## src/rtl/seg7_bcd_scan_counter.sv

```systemverilog
// seg7_bcd_scan_counter
// Multi-digit BCD up/down counter with a time-multiplexed 7-segment driver.
// A free-running prescaler produces a one-cycle tick every TICK_DIV clocks.
// The counter steps on tick && en, with carry/borrow rippling across digits.
// A scan counter rotates the active digit every SCAN_DIV clocks.
// The wrap output pulses for one cycle whenever the full range rolls over.
// Optional feature macro: SEG7_LEADING_ZERO_BLANK_EN. When it is defined,
// leading zero digits above digit 0 are shown as a blank pattern.
module seg7_bcd_scan_counter #(
  parameter int NUM_DIGITS = 4,
  parameter int TICK_DIV   = 25000000,
  parameter int SCAN_DIV   = 25000
) (
  input  logic                  clk,
  input  logic                  nRst,
  input  logic                  en,
  input  logic                  up_dn,
  input  logic                  clr,
  output logic [7:0]            seg_dat,
  output logic [NUM_DIGITS-1:0] seg_sel,
  output logic                  wrap
);

  localparam int PRESC_W = $clog2(TICK_DIV);
  localparam int SCAN_W  = (SCAN_DIV > 1) ? $clog2(SCAN_DIV) : 1;
  localparam int IDX_W   = (NUM_DIGITS > 1) ? $clog2(NUM_DIGITS) : 1;

  localparam logic [PRESC_W-1:0]    PRESC_LAST = PRESC_W'(TICK_DIV - 1);
  localparam logic [SCAN_W-1:0]     SCAN_LAST  = SCAN_W'(SCAN_DIV - 1);
  localparam logic [IDX_W-1:0]      IDX_LAST   = IDX_W'(NUM_DIGITS - 1);
  localparam logic [NUM_DIGITS-1:0] SEL_RESET  = ~NUM_DIGITS'(1);

  // Segment pattern a..g,dp (bit7..bit0). Non-BCD codes show nothing.
  function automatic logic [7:0] decode(input logic [3:0] d);
    logic [7:0] s;
    case (d)
      4'd0:    s = 8'hFC;
      4'd1:    s = 8'h60;
      4'd2:    s = 8'hDA;
      4'd3:    s = 8'hF2;
      4'd4:    s = 8'h66;
      4'd5:    s = 8'hB6;
      4'd6:    s = 8'hBE;
      4'd7:    s = 8'hE0;
      4'd8:    s = 8'hFE;
      4'd9:    s = 8'hF6;
      default: s = 8'h00;
    endcase
    return s;
  endfunction

  logic [PRESC_W-1:0]             r_presc;
  logic [SCAN_W-1:0]              r_scan_cnt;
  logic [IDX_W-1:0]               r_idx;
  logic [NUM_DIGITS-1:0][3:0]     r_digit;
  logic                           r_wrap;
  logic [7:0]                     r_seg_dat;
  logic [NUM_DIGITS-1:0]          r_seg_sel;

  logic                           w_tick;
  logic                           w_step;
  logic                           w_full_wrap;
  logic [NUM_DIGITS-1:0][3:0]     w_digit_next;
  logic                           w_scan_last;
  logic [3:0]                     w_sel_digit;
  logic                           w_sel_blank;
  logic [NUM_DIGITS-1:0]          w_blank;
  logic [NUM_DIGITS-1:0]          w_sel_next;

  assign w_tick      = (r_presc == PRESC_LAST);
  // clr has priority, so a clear coinciding with a tick neither steps nor wraps.
  assign w_step      = w_tick & en & ~clr;
  assign w_scan_last = (r_scan_cnt == SCAN_LAST);

  // Prescaler free-runs 0..TICK_DIV-1, independent of en and clr.
  always_ff @(posedge clk or negedge nRst) begin
    if (!nRst) begin
      r_presc <= '0;
    end else if (w_tick) begin
      r_presc <= '0;
    end else begin
      r_presc <= r_presc + PRESC_W'(1);
    end
  end

  // Ripple the +1/-1 step through the digits; leftover carry means full wrap.
  always_comb begin
    logic v_carry;
    v_carry      = 1'b1;
    w_digit_next = r_digit;
    for (int i = 0; i < NUM_DIGITS; i++) begin
      if (v_carry) begin
        if (up_dn) begin
          if (r_digit[i] == 4'd9) begin
            w_digit_next[i] = 4'd0;
          end else begin
            w_digit_next[i] = r_digit[i] + 4'd1;
            v_carry         = 1'b0;
          end
        end else begin
          if (r_digit[i] == 4'd0) begin
            w_digit_next[i] = 4'd9;
          end else begin
            w_digit_next[i] = r_digit[i] - 4'd1;
            v_carry         = 1'b0;
          end
        end
      end
    end
    w_full_wrap = v_carry;
  end

  // Count value: clear wins, otherwise take the rippled value on a step.
  always_ff @(posedge clk or negedge nRst) begin
    if (!nRst) begin
      r_digit <= '0;
    end else if (clr) begin
      r_digit <= '0;
    end else if (w_step) begin
      r_digit <= w_digit_next;
    end
  end

  // Wrap pulse is high the cycle after the rolling-over step.
  always_ff @(posedge clk or negedge nRst) begin
    if (!nRst) begin
      r_wrap <= 1'b0;
    end else begin
      r_wrap <= w_step & w_full_wrap;
    end
  end

  // Scan timer and digit index; with one digit the index stays at 0.
  always_ff @(posedge clk or negedge nRst) begin
    if (!nRst) begin
      r_scan_cnt <= '0;
      r_idx      <= '0;
    end else if (w_scan_last) begin
      r_scan_cnt <= '0;
      r_idx      <= (r_idx == IDX_LAST) ? '0 : r_idx + IDX_W'(1);
    end else begin
      r_scan_cnt <= r_scan_cnt + SCAN_W'(1);
    end
  end

  // Leading-zero detection: digit i blanks when it and every higher digit is 0.
`ifdef SEG7_LEADING_ZERO_BLANK_EN
  logic [NUM_DIGITS-1:0] w_digit_zero;
  for (genvar gi = 0; gi < NUM_DIGITS; gi++) begin : g_blank
    assign w_digit_zero[gi] = (r_digit[gi] == 4'd0);
    if (gi == 0) begin : g_lsd
      assign w_blank[gi] = 1'b0;
    end else begin : g_upper
      assign w_blank[gi] = &w_digit_zero[NUM_DIGITS-1:gi];
    end
  end
`else
  assign w_blank = '0;
`endif

  // Active-low select pattern for the current index.
  for (genvar gi = 0; gi < NUM_DIGITS; gi++) begin : g_sel
    assign w_sel_next[gi] = ~(r_idx == IDX_W'(gi));
  end

  // Pick the digit value and blank flag addressed by the scan index.
  always_comb begin
    w_sel_digit = 4'd0;
    w_sel_blank = 1'b0;
    for (int i = 0; i < NUM_DIGITS; i++) begin
      if (r_idx == IDX_W'(i)) begin
        w_sel_digit = r_digit[i];
        w_sel_blank = w_blank[i];
      end
    end
  end

  // Select and segment data are registered together so they always match.
  always_ff @(posedge clk or negedge nRst) begin
    if (!nRst) begin
      r_seg_sel <= SEL_RESET;
      r_seg_dat <= 8'hFC;
    end else begin
      r_seg_sel <= w_sel_next;
      r_seg_dat <= w_sel_blank ? 8'h00 : decode(w_sel_digit);
    end
  end

  assign seg_sel = r_seg_sel;
  assign seg_dat = r_seg_dat;
  assign wrap    = r_wrap;

endmodule

```

## config.mk

```make
export PLATFORM = sky130hd
export DESIGN_NAME = seg7_bcd_scan_counter
export DESIGN_NICKNAME = d
export VERILOG_FILES = /design/src/rtl/seg7_bcd_scan_counter.sv
export SDC_FILE = /design/constraint.sdc
export NUM_CORES = 1
export LEC_CHECK = 0
export ABC_AREA = 1
export CAP_MARGIN = 5
export CORE_ASPECT_RATIO = 1.75
export CORE_UTILIZATION = 41
export DETAILED_ROUTE_END_ITERATION = 8
export GPL_TIMING_DRIVEN = 0
export PLACE_DENSITY = 0.58
export RECOVER_POWER = 100
export SLEW_MARGIN = 20
export SYNTH_ARGS = -nofsm -noshare
export SYNTH_HDL_FRONTEND = slang
export SYNTH_SLANG_ARGS = --single-unit
```

## constraint.sdc

```tcl
create_clock -name clk -period 4.6 [get_ports clk]
set_input_delay 0.92 -clock clk [delete_from_list [all_inputs] [get_ports clk]]
set_output_delay 0.92 -clock clk [all_outputs]
set_load 0.05 [all_outputs]
```

Pin placement:
Pins as bars across the die edge, other pins in gray.
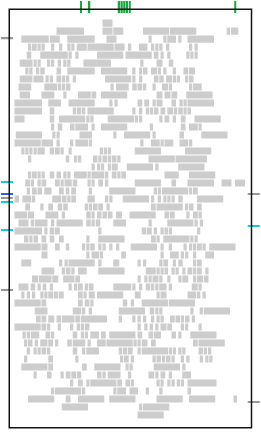
seg_dat: drawn in green, pins 8, direction output, edge top. seg_sel: drawn in cyan, pins 4, direction output, edge 3 left, 1 right. en: drawn in blue, pins 1, direction input, edge left.
All pins by edge: 8 top, 7 left, 3 right.
Die Y: 142 um
# port buffers: 15
Die X: 81.9 um

Register map, names as in the netlist:
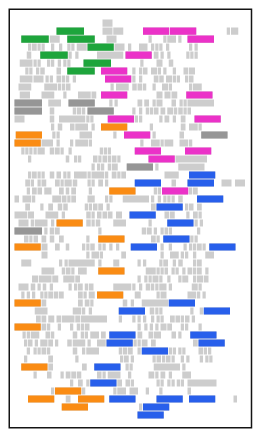
seg_dat: drawn in green, flops 7. r_scan_cnt: drawn in magenta, flops 15. r_digit: drawn in orange, flops 16. r_presc: drawn in blue, flops 25.
Another 7 sequential cells are not colored.
flop share of the area: 34.4%
Register Area: 0.00176 mm2
end-of-flow core utilization: 47.7%
flip-flop and latch power: 0.000627 W

Metal layers overlaid:
Scale bar: 20 um.
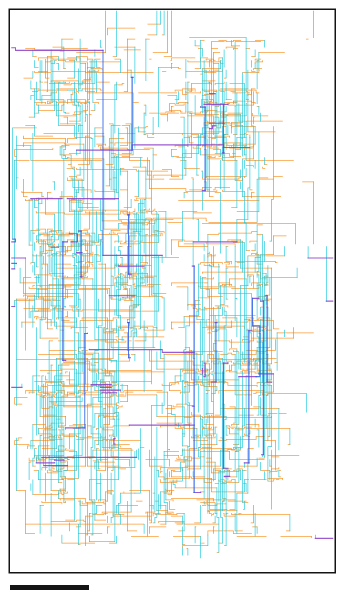
met1: drawn in orange, wire length 4420 um. met4: drawn in blue, wire length 407 um. met2: drawn in cyan, wire length 5930 um. met3: drawn in purple, wire length 311 um.
Vias: 4167
final routed wire length divided by cell count: 14.0 um
total wirelength of the detailed-routed design: 11100 um
overall routing resource usage: 21.2%

[metrics by stage]
stage	util (%)	hold slack (ns)	area [um2]	cells	total power (W)
2_1_floorplan	-	0.433	4580	629	0.000685
3_3_place_gp	45.5	0.444	4890	774	0.000717
3_5_place_dp	45.7	0.451	4920	775	0.000720
4_1_cts	48.5	0.458	5220	791	0.00143
5_1_grt	47.7	0.490	5130	791	0.00147
6_report	47.7	0.456	5130	791	0.00141
[flip-flops by register name, indices dropped and copies added, names as in the netlist]
register	cells
r_scan_cnt	15
r_presc	25
wrap	1
r_digit	16
seg_sel	4
r_idx	2
seg_dat	7
[per-layer routing]
metal	vias up	track usage, %
met5	-	0
met4	0	11.1
met3	35	4.12
met2	99	37.8
met1	1968	22.8
li1	2065	-
[cell families after synthesis]
family / after synthesis
other: 1
and+or+nand+nor: 343
buffers and inverters: 109
AOI/OAI and AO/OA: 63
adders and majority gates: 24
DFF: 70
xor gates and xnor gates: 19
[final timing paths]
check                      cells past startpoint  slack, ns          start             to
max                                            1       1.94     seg_sel[2]     seg_sel[2]
min                                            1       0.46  r_scan_cnt[0]  r_scan_cnt[0]
min reg2reg                                    1       0.46  r_scan_cnt[0]  r_scan_cnt[0]
max reg2reg                                    9       2.23     r_presc[0]    r_digit[11]
min in group asynchronous                      1       0.91           nRst     r_presc[2]
max in group asynchronous                      2       2.76           nRst     seg_dat[7]
[power by group through the flow]
stage               clock network, W  registers, W  logic [W]
floorplan                          0      0.000636  0.0000490
global placement                   0      0.000638  0.0000789
detailed placement                 0      0.000637  0.0000828
CTS                         0.000723      0.000627  0.0000831
global route                0.000750      0.000627  0.0000913
finish                      0.000703      0.000627  0.0000800
==> flow_results.xml <==
<?xml version="1.0" encoding="UTF-8"?>
<metrics>
  <group name="final_layout">
    <metric name="clock_cell_area_share" unit="%">5.88</metric>
    <metric name="n_sequential_cell" unit="">70</metric>
    <metric name="layout.buffer.nonclock.area_share" unit="%">4.63</metric>
    <metric name="layout-drive-gt1-share" unit="%">7.41</metric>
    <metric name="area_delta_synth_final" unit="%">12.1</metric>
    <metric name="fillers" unit="">1104</metric>
    <metric name="layout.non_clock_buffers" unit="">28</metric>
    <metric name="sh_comb_area" unit="%">44.9</metric>
    <metric name="nonClockInverterCount" unit="">97</metric>
    <metric name="multiInputGateArea" unit="mm2">0.00230</metric>
  </group>
  <group name="synth">
    <metric name="syn-instance-count" unit="">629</metric>
    <metric name="synth_sequential_area_ratio" unit="%">38.5</metric>
    <metric name="ys_sh_simple" unit="%">34.6</metric>
    <metric name="fp_nets" unit="">658</metric>
    <metric name="ys_warn_count" unit="">0</metric>
    <metric name="synthMuxAreaShare" unit="%">0</metric>
    <metric name="yosysCellCount" unit="">629</metric>
    <metric name="post_synth_main_area_contributors" unit="">sky130_fd_sc_hd__dfrtp_1, sky130_fd_sc_hd__nand2_1, sky130_fd_sc_hd__inv_1, sky130_fd_sc_hd__nand3_1, sky130_fd_sc_hd__ha_1</metric>
    <metric name="enable_flop_cells" unit="">0</metric>
    <metric name="cell_area_after_synthesis" unit="mm2">0.00458</metric>
    <metric name="synth.top_cell.area_share" unit="%">33.3</metric>
    <metric name="synth-xor-area-share" unit="%">3.63</metric>
    <metric name="synth-seq-cells" unit="">70</metric>
  </group>
  <group name="routing">
    <metric name="ant_nets" unit="">0</metric>
    <metric name="top_layer" unit="">met4</metric>
    <metric name="drcViolationCount" unit="">0</metric>
    <metric name="met2_wirelength" unit="um">5930</metric>
    <metric name="firstDrtPassIters" unit="">5</metric>
    <metric name="average_via_count_per_standard_cell" unit="">5.27</metric>
  </group>
  <group name="sta">
    <metric name="slew_at_the_pin_closest_to_its_max_slew_limit" unit="ns">1.42</metric>
    <metric name="rsz0062_at_grt" unit="">false</metric>
    <metric name="finalMaxSlewViolations" unit="">0</metric>
    <metric name="hold_viol_final" unit="">0</metric>
    <metric name="setup_viol" unit="">0</metric>
    <metric name="setup-tns-final" unit="ns">0</metric>
    <metric name="max_freq" unit="MHz">376</metric>
  </group>
  <group name="critical_path">
    <metric name="timing_worst_setup_path_type" unit="">reg -&gt; out</metric>
    <metric name="critical-path-top-delay-family" unit="">buffers and inverters</metric>
    <metric name="worst-path-buf-inv" unit="">1</metric>
    <metric name="data_required_time_of_the_critical_path" unit="ns">3.68</metric>
    <metric name="critical-path-max-stage-delay" unit="ns">0.88</metric>
    <metric name="timing.critical_path.slowest_stage_cell" unit="">sky130_fd_sc_hd__dlygate4sd3_1</metric>
    <metric name="cp.arrival" unit="ns">1.74</metric>
    <metric name="maximum_fanout_count_along_the_critical_path" unit="">1</metric>
  </group>
  <group name="power">
    <metric name="power.ir.vdd_worst" unit="mV">0.180</metric>
    <metric name="power_density" unit="mW/mm2">275</metric>
    <metric name="pwr-share-comb" unit="%">5.7</metric>
    <metric name="net-switching-power" unit="W">0.000332</metric>
    <metric name="internal_power" unit="W">0.00108</metric>
  </group>
  <group name="run_status">
    <metric name="run_status" unit="">finished, final reports clean</metric>
  </group>
  <group name="floorplan">
    <metric name="floorplan.core_util" unit="%">42.5</metric>
    <metric name="die_area" unit="mm2">0.0116</metric>
    <metric name="pin_count" unit="">18</metric>
    <metric name="core_region_area" unit="mm2">0.0108</metric>
    <metric name="placement_rows" unit="">50</metric>
  </group>
  <group name="placed_design">
    <metric name="routabilityCongestion" unit="">0.903</metric>
    <metric name="hpwlAfterDp" unit="um">8430</metric>
  </group>
  <group name="global_routing">
    <metric name="grt.overflow.total" unit="">0</metric>
    <metric name="number_of_antenna_violations_at_the_first_check_in_global_routing" unit="">0</metric>
    <metric name="via_count_of_the_first_global_routing_pass" unit="">4072</metric>
    <metric name="grt_max_degree" unit="">48</metric>
    <metric name="grt_pass1_wl" unit="um">18700</metric>
  </group>
  <group name="job">
    <metric name="cap_viol_max_count" unit="">0</metric>
    <metric name="warnings" unit="">41</metric>
  </group>
  <group name="hold_path">
    <metric name="worstHoldPathType" unit="">reg -&gt; reg</metric>
  </group>
  <group name="clocking">
    <metric name="cts_tree" unit="">yes</metric>
    <metric name="post_cts_buffers" unit="">0</metric>
    <metric name="h-tree-depth" unit="">3</metric>
    <metric name="cts_root_buf" unit="">sky130_fd_sc_hd__clkbuf_16</metric>
    <metric name="cts-buffers-inserted" unit="">9</metric>
  </group>
</metrics>
Power figures rest on the tool's default switching activity, not on a simulated workload.
